### Clock nets, run 1

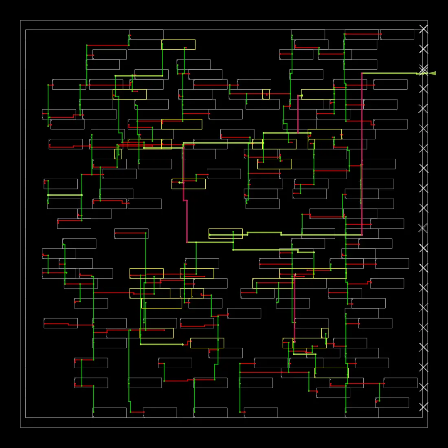
### Pin map, run 1

Drawn at 2 px/µm. Pins as bars across the die edge, other pins in gray.
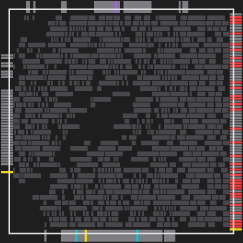
### Routed clock nets over the placement, run 1

Drawn at 4 px/µm.
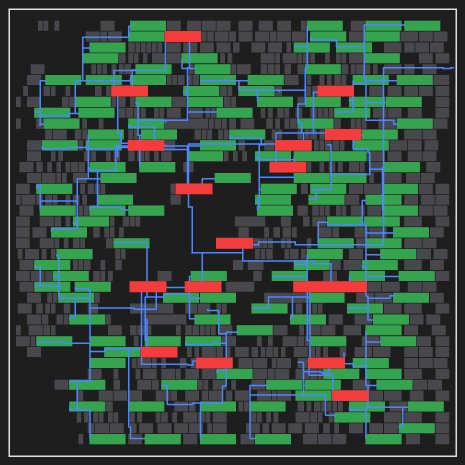
--- src/rtl/ahblite_simple_master_pkg.sv ---
// -----------------------------------------------------------------------------
// ahblite_simple_master_pkg
// Shared AHB-Lite encodings and types for the simple single-transfer initiator.
//   - HTRANS / HSIZE / HBURST encodings used on the bus
//   - a_stage_t : the command fields held by the address stage
//   - addr_aligned_f : alignment rule between a byte address and a transfer size
// -----------------------------------------------------------------------------
package ahblite_simple_master_pkg;

    localparam logic [1:0] HTRANS_IDLE   = 2'b00;
    localparam logic [1:0] HTRANS_NONSEQ = 2'b10;

    localparam logic [2:0] HSIZE_BYTE    = 3'b000;
    localparam logic [2:0] HSIZE_HALF    = 3'b001;
    localparam logic [2:0] HSIZE_WORD    = 3'b010;

    localparam logic [2:0] HBURST_SINGLE = 3'b000;

    // Command captured at accept; drives the address phase and carries wdata
    // forward into the data phase.
    typedef struct packed {
        logic        write;
        logic [1:0]  size;
        logic [31:0] addr;
        logic [31:0] wdata;
    } a_stage_t;

    localparam a_stage_t A_STAGE_RST = '{
        write: 1'b0,
        size:  2'b00,
        addr:  32'h0000_0000,
        wdata: 32'h0000_0000
    };

    // True when addr is naturally aligned for size; size 3 is never legal.
    function automatic logic addr_aligned_f(input logic [31:0] addr, input logic [1:0] size);
        logic ok;
        case (size)
            2'd0:    ok = 1'b1;
            2'd1:    ok = (addr[0] == 1'b0);
            2'd2:    ok = (addr[1:0] == 2'b00);
            default: ok = 1'b0;
        endcase
        return ok;
    endfunction

endpackage

--- src/rtl/ahblite_simple_master.sv ---
// -----------------------------------------------------------------------------
// ahblite_simple_master
// AHB-Lite initiator turning a valid/ready command stream into NONSEQ/SINGLE
// transfers, one in-order response per command. The address phase of command
// N+1 overlaps the data phase of command N.
// Ports:
//   HCLK, HRESETn                 clock, async active-low reset
//   cmd_valid/cmd_ready           command handshake (cmd_ready combinational)
//   cmd_write, cmd_addr[31:0], cmd_size[1:0], cmd_wdata[31:0]  command fields
//   rsp_valid, rsp_err, rsp_rdata[31:0]                       response (registered)
//   HADDR, HTRANS, HWRITE, HSIZE, HBURST, HPROT, HMASTLOCK, HWDATA  AHB master outputs
//   HREADY, HRESP, HRDATA         AHB slave response inputs
// -----------------------------------------------------------------------------
module ahblite_simple_master
    import ahblite_simple_master_pkg::*;
#(
    parameter logic [3:0] HPROT_VAL = 4'b0011
)
(
    input  logic        HCLK,
    input  logic        HRESETn,
    input  logic        cmd_valid,
    output logic        cmd_ready,
    input  logic        cmd_write,
    input  logic [31:0] cmd_addr,
    input  logic [1:0]  cmd_size,
    input  logic [31:0] cmd_wdata,
    output logic        rsp_valid,
    output logic        rsp_err,
    output logic [31:0] rsp_rdata,
    output logic [31:0] HADDR,
    output logic [1:0]  HTRANS,
    output logic        HWRITE,
    output logic [2:0]  HSIZE,
    output logic [2:0]  HBURST,
    output logic [3:0]  HPROT,
    output logic        HMASTLOCK,
    output logic [31:0] HWDATA,
    input  logic        HREADY,
    input  logic        HRESP,
    input  logic [31:0] HRDATA
);

    // Address stage
    a_stage_t    a_r;
    logic        a_vld_r;
    logic [1:0]  htrans_r;
    // Data stage
    logic        d_vld_r;
    logic        d_write_r;
    logic [31:0] d_wdata_r;
    // A command was cancelled by an ERROR and still owes its response
    logic        cancel_pend_r;
    // Response register
    logic        rsp_valid_r;
    logic        rsp_err_r;
    logic [31:0] rsp_rdata_r;

    logic        accept_s;
    logic        a_vld_nxt_s;
    logic        err_first_s;
    logic        cancel_s;
    logic        d_done_s;
    logic        cancel_rsp_s;
    logic        rsp_valid_nxt_s;
    logic        rsp_err_nxt_s;
    logic [31:0] rsp_rdata_nxt_s;

    // A new command may enter when the address slot is empty or is being
    // handed to the data stage without error, and never while a cancelled
    // command still waits for its response.
    assign cmd_ready    = (~a_vld_r | (HREADY & ~HRESP)) & ~cancel_pend_r;
    assign accept_s     = cmd_valid & cmd_ready;
    assign err_first_s  = d_vld_r & HRESP & ~HREADY;
    assign cancel_s     = err_first_s & a_vld_r;
    assign d_done_s     = d_vld_r & HREADY;
    // The errored transfer has retired once the data stage is empty again.
    assign cancel_rsp_s = cancel_pend_r & ~d_vld_r;

    // Next address-stage occupancy: cancel on first error cycle, otherwise
    // reload from the command port whenever the slot frees up.
    always_comb begin
        a_vld_nxt_s = a_vld_r;
        if (cancel_s) begin
            a_vld_nxt_s = 1'b0;
        end else if (~a_vld_r | HREADY) begin
            a_vld_nxt_s = accept_s;
        end else begin
            a_vld_nxt_s = a_vld_r;
        end
    end

    // Next response: data-stage completion and cancelled-command responses
    // are mutually exclusive because the latter needs an empty data stage.
    always_comb begin
        rsp_valid_nxt_s = 1'b0;
        rsp_err_nxt_s   = 1'b0;
        rsp_rdata_nxt_s = 32'h0000_0000;
        if (d_done_s) begin
            rsp_valid_nxt_s = 1'b1;
            rsp_err_nxt_s   = HRESP;
            if (~d_write_r & ~HRESP) begin
                rsp_rdata_nxt_s = HRDATA;
            end else begin
                rsp_rdata_nxt_s = 32'h0000_0000;
            end
        end else if (cancel_rsp_s) begin
            rsp_valid_nxt_s = 1'b1;
            rsp_err_nxt_s   = 1'b1;
        end else begin
            rsp_valid_nxt_s = 1'b0;
        end
    end

    // Address stage registers; HTRANS is registered alongside occupancy.
    always_ff @(posedge HCLK or negedge HRESETn) begin
        if (!HRESETn) begin
            a_vld_r  <= 1'b0;
            htrans_r <= HTRANS_IDLE;
            a_r      <= A_STAGE_RST;
        end else begin
            a_vld_r  <= a_vld_nxt_s;
            htrans_r <= a_vld_nxt_s ? HTRANS_NONSEQ : HTRANS_IDLE;
            if (accept_s) begin
                a_r <= '{write: cmd_write, size: cmd_size, addr: cmd_addr, wdata: cmd_wdata};
            end
        end
    end

    // Data stage registers; advance whenever the bus is ready.
    always_ff @(posedge HCLK or negedge HRESETn) begin
        if (!HRESETn) begin
            d_vld_r   <= 1'b0;
            d_write_r <= 1'b0;
            d_wdata_r <= 32'h0000_0000;
        end else if (HREADY) begin
            d_vld_r <= a_vld_r;
            if (a_vld_r) begin
                d_write_r <= a_r.write;
                d_wdata_r <= a_r.wdata;
            end
        end
    end

    // Cancel-pending flag: set when a queued address phase is dropped.
    always_ff @(posedge HCLK or negedge HRESETn) begin
        if (!HRESETn) begin
            cancel_pend_r <= 1'b0;
        end else if (cancel_s) begin
            cancel_pend_r <= 1'b1;
        end else if (cancel_rsp_s) begin
            cancel_pend_r <= 1'b0;
        end
    end

    // Response register.
    always_ff @(posedge HCLK or negedge HRESETn) begin
        if (!HRESETn) begin
            rsp_valid_r <= 1'b0;
            rsp_err_r   <= 1'b0;
            rsp_rdata_r <= 32'h0000_0000;
        end else begin
            rsp_valid_r <= rsp_valid_nxt_s;
            rsp_err_r   <= rsp_err_nxt_s;
            rsp_rdata_r <= rsp_rdata_nxt_s;
        end
    end

    assign rsp_valid = rsp_valid_r;
    assign rsp_err   = rsp_err_r;
    assign rsp_rdata = rsp_rdata_r;

    assign HADDR     = a_r.addr;
    assign HWRITE    = a_r.write;
    assign HSIZE     = {1'b0, a_r.size};
    assign HTRANS    = htrans_r;
    assign HWDATA    = d_wdata_r;
    assign HBURST    = HBURST_SINGLE;
    assign HPROT     = HPROT_VAL;
    assign HMASTLOCK = 1'b0;

endmodule
--- config.mk ---
export PLATFORM = sky130hd
export DESIGN_NAME = ahblite_simple_master
export DESIGN_NICKNAME = d
export VERILOG_FILES = /design/src/rtl/ahblite_simple_master_pkg.sv /design/src/rtl/ahblite_simple_master.sv
export SDC_FILE = /design/constraint.sdc
export NUM_CORES = 1
export LEC_CHECK = 0
export ABC_AREA = 1
export CAP_MARGIN = 20
export CORE_UTILIZATION = 48
export CTS_BUF_LIST = sky130_fd_sc_hd__clkbuf_4 sky130_fd_sc_hd__clkbuf_8 sky130_fd_sc_hd__clkbuf_16
export DETAILED_ROUTE_END_ITERATION = 8
export PLACE_DENSITY = 0.87
export SYNTH_ARGS = -nofsm -noshare
export SYNTH_HDL_FRONTEND = slang
export SYNTH_SLANG_ARGS = --single-unit
export TNS_END_PERCENT = 10
--- constraint.sdc ---
create_clock -name HCLK -period 2.8 [get_ports HCLK]
set_input_delay 0.28 -clock HCLK [delete_from_list [all_inputs] [get_ports HCLK]]
set_output_delay 0.28 -clock HCLK [all_outputs]
set_load 0.01 [all_outputs]
==> flow_summary.ini, run 1 <==
; implementation run metrics
[floorplan]
die_area_um2 = 12400
pin_count = 217
rows = 39
die_w_um = 111
floorplan.core_util_pct = 49.8

[cells_and_area]
drive_gt1_share_pct = 10.5
final_util_pct = 71.0
stdcell_count = 892
layout_top_cell = nand2_1
regArea_um2 = 3430
final_area_um2 = 8180
fillers = 819

[global_route]
grt_max_degree = 79
overflow = 0
grt_pass1_vias = 4636

[critical_path]
crit_type = flip-flop to output port
crit_cells = 2
slowest_stage = dfrtp_1
crit_arrival_ps = 2100
reg2regPathDepth = 6
endpoint_kind = output port
worstSetupStartpoint = HTRANS[1]
timing.rr.start = HTRANS[1]
path_cells = buf_4 > clkdlybuf4s50_1
critPathMaxFanout = 24

[yosys]
ys_sh_mux_pct = 0
ys_types = 20
ys_seq_share_pct = 59.7
synthAoiAreaFrac_pct = 0.174
synth_cells = 578
ys_cells = 578
synth.top_cells.by_count = nand2_1 (207), dfrtp_1 (137), nand3_1 (101)
synth-edff-count = 0
synth-main-ff-cell = dfrtp_1
yosysMostFrequentCell = nand2_1
synthAdderAreaFrac_pct = 0
ys_top_logic_family = simple AND/OR/NAND/NOR gates
area_leaders = dfrtp_1 (60%), nand2_1 (14%), nand3_1 (8.8%)
synthesis.area_um2 = 5740
synth_xor_xnor_area_share_pct = 0

[placement]
preCtsSetupSlack_ps = 756
place.gp.congestion = 0.789
placed_cell_area_um2 = 7560
place_inst = 861

[worst_hold_path]
hp-class = input pin to flip-flop
min-delay-start = cmd_valid
holdPathEnd = HTRANS[1]
hold_depth = 3

[clock_tree]
root_buffer = clkbuf_16
clock.latency.late_pin_ps = 410
tritoncts = done
clk_pin_slew_worst_paths_ps = 50
cts_htree_levels = 4
numClockSinks = 137

[drt]
drc = 42
vias = 4506
drt-pass1-iter-count = 7
postRouteAntennaNets = 0
vias_per_cell = 5.05

[power_and_ir_drop]
vdd_drop_max_mv = 0.385
finalPower_mw = 7.03
seq_power_share_pct = 39.6
p_leak_nw = 3.89
p_int_mw = 4.96
comb_power_share_pct = 27.9
pwr-share-clk_pct = 32.5

[final_timing]
tns_ps = 0
maxSlewHeadroom_pct = 50.9
setup_viol = 0
rsz0062_at_grt = no
worst_pin_slew_ps = 737
hold_viol = 0
fmax_ghz = 0.420

[flow_run]
warnings = 26
cap_violations = 0

[status]
violations = DRC
status = finished with violations
Back to the opening pictures, 'Clock nets':
Clock Power: 2.29 mW
Flop Count: 137
cts bufs inserted: 17

Back to the opening pictures, 'Pin map':
| port | color | pins | direction | edge |
|---|---|---|---|---|
| `cmd_size` | cyan | 2 | input | bottom |
| `HRDATA` | red | 32 | input | right |
| `HSIZE` | yellow | 3 | output | 1 bottom, 1 right, 1 left |
| `cmd_valid` | purple | 1 | input | top |
all pins by edge: 80 right, 62 bottom, 39 top, 36 left
Die Y: 111 µm
Port Buffers: 206

Back to the opening pictures, 'Routed clock nets over the placement':
[flip-flops] green | count: 137
[clock-net drivers] red | count: 17
[clock wires] blue | length: 1600 µm
routed clock nets: 18

run 1: routing by layer:
layer	track usage (%)	vias up	share of wire [%]	wire length (µm)
met4	11.0	0	2.6	368
met2	41.5	188	52	7470
met3	5.61	27	6.1	885
met1	29.0	2177	39	5670
met5	0	-	0	0
li1	-	2114	-	-
run 1: what timing repair did:
action	4_1_cts	5_1_grt
hold buffers	1	0
resized	0	0
endpoints found under the hold margin	77	0
run 1: area by class of cell:
class,count,share of cell area [%]
clock inverter,13,2.20
clock buffer,17,5.20
timing repair buffer,218,26.4
tap,143,2.19
multi-input combinational,360,21.9
inverter,4,0.184
sequential,137,41.9
## Run 2: what changed since run 1
ABC_CLOCK_PERIOD_IN_PS = 2800   (was default)
### Pin map, run 2

Drawn at 2 px/µm. Pins as bars across the die edge, other pins in gray.
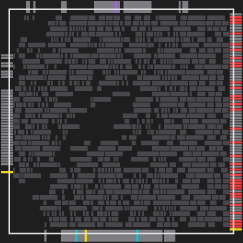
| port | color | pins | direction | edge |
|---|---|---|---|---|
| `HRDATA` | red | 32 | input | right |
| `cmd_valid` | purple | 1 | input | top |
| `cmd_size` | cyan | 2 | input | bottom |
| `HSIZE` | yellow | 3 | output | 1 bottom, 1 right, 1 left |
die width: 111 µm

### Routed clock nets over the placement, run 2

Drawn at 4 px/µm.
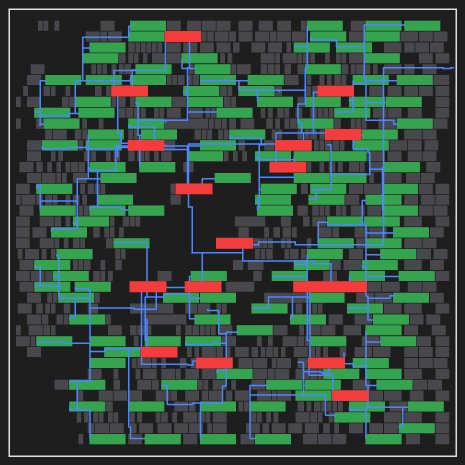
clock power share: 32.5%
Worst Skew: 7.41 ps
Clock Latency Late Sink: 410 ps

==> flow_summary.ini, run 2 <==
; implementation run metrics
[status]
status = finished with violations
violations = DRC

[yosys]
synth-main-ff-cell = dfrtp_1
ys_types = 20
synthesis.area_um2 = 5740
yosysMostFrequentCell = nand2_1
ys_seq_share_pct = 59.7
synth_cells = 578
ys_cells = 578
area_leaders = dfrtp_1 (60%), nand2_1 (14%), nand3_1 (8.8%)
synth-edff-count = 0
synth.top_cells.by_count = nand2_1 (207), dfrtp_1 (137), nand3_1 (101)

[final_timing]
hold_viol = 0
post-route-period-util_pct = 85.1
tns_ps = 0
worst_pin_slew_ps = 737
rsz0062_at_grt = no
setup_viol = 0
fmax_ghz = 0.420
maxSlewHeadroom_pct = 50.9

[cells_and_area]
clk_share_pct = 7.40
final_area_um2 = 8180
num-nonclk-buffers = 218
seq_area_share_pct = 41.9
stdcell_count = 892
num-multi-input-gates = 360
regArea_um2 = 3430
nonClkBufAreaFrac_pct = 26.4
clkbuf_count = 17
layout_top_cell = nand2_1
largestClassByArea = registers
inverters_excl_clock = 4
drive_gt1_share_pct = 10.5
seq_cells = 137
fillers = 819

[placement]
preCtsSetupSlack_ps = 756
placed_cell_area_um2 = 7560
portBuffers = 206
place.gp.congestion = 0.789
place_inst = 861

[power_and_ir_drop]
finalPower_mw = 7.03
seq_power_share_pct = 39.6
p_leak_nw = 3.89
comb_power_share_pct = 27.9

[global_route]
grt-busiest-layer = met2
overflow = 0
met3_usage_pct = 5.61
grt_max_degree = 79
grt_pass1_vias = 4636
grtUsageMet1_pct = 29.0
gr-usage-met2_pct = 41.5

[floorplan]
pin_count = 217
rows = 39
die_area_um2 = 12400
floorplan.core_util_pct = 49.8
core_area_um2 = 11500

[drt]
drt-pass1-iter-count = 7
routed-wl-met2_um = 7470
vias_per_cell = 5.05
vias = 4506
wl_met3_um = 885
highest_layer = met4
drc = 42

[clock_tree]
numCtsBuffers = 17
root_buffer = clkbuf_16
ctsHoldBuffers = 1
clk_pin_slew_worst_paths_ps = 50
numClockSinks = 137
post_cts_resized = 0
cts_htree_levels = 4

[critical_path]
critPathMaxFanout = 24
crit_type = flip-flop to output port
crit_arrival_ps = 2100

[flow_run]
warnings = 26
cap_violations = 0
### M2 wires, run 2

Drawn at 3 px/µm. Cells faint in the background.
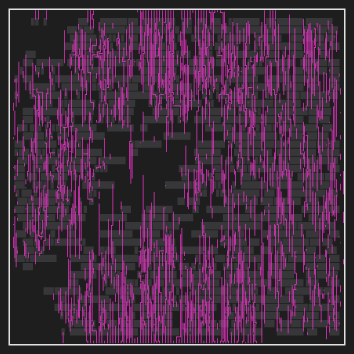
share of all routed wire: 52%
wire length on this layer: 7470 µm
nets with wire on the layer: 697

[run 2: cells by family (layout without fill, tap and decap cells)]
logic type | Yosys count | count (layout) | share of synthesized area [%]
other cells | 2 | 10 | 0.131
flops | 137 | 137 | 59.7
compound gates | 2 | 2 | 0.174
buf+inv | 89 | 252 | 9.81
simple gates | 348 | 348 | 30.2
[run 2: path summary, 6_finish.rpt]
kind	startpoint	to	slack, ps	depth (start not counted)
worst max register to register	HTRANS[1]	a_r[0]	880	6
worst max-delay path	HTRANS[1]	HTRANS[1]	420	2
min in group asynchronous	HRESETn	rsp_rdata[5]	450	2
worst min register to register	a_r[3]	a_r[3]	470	2
worst min-delay path	cmd_valid	HTRANS[1]	300	3
max in group asynchronous	HRESETn	HADDR[14]	1550	3
No activity file was given, so power comes from the tool's default toggle rates.
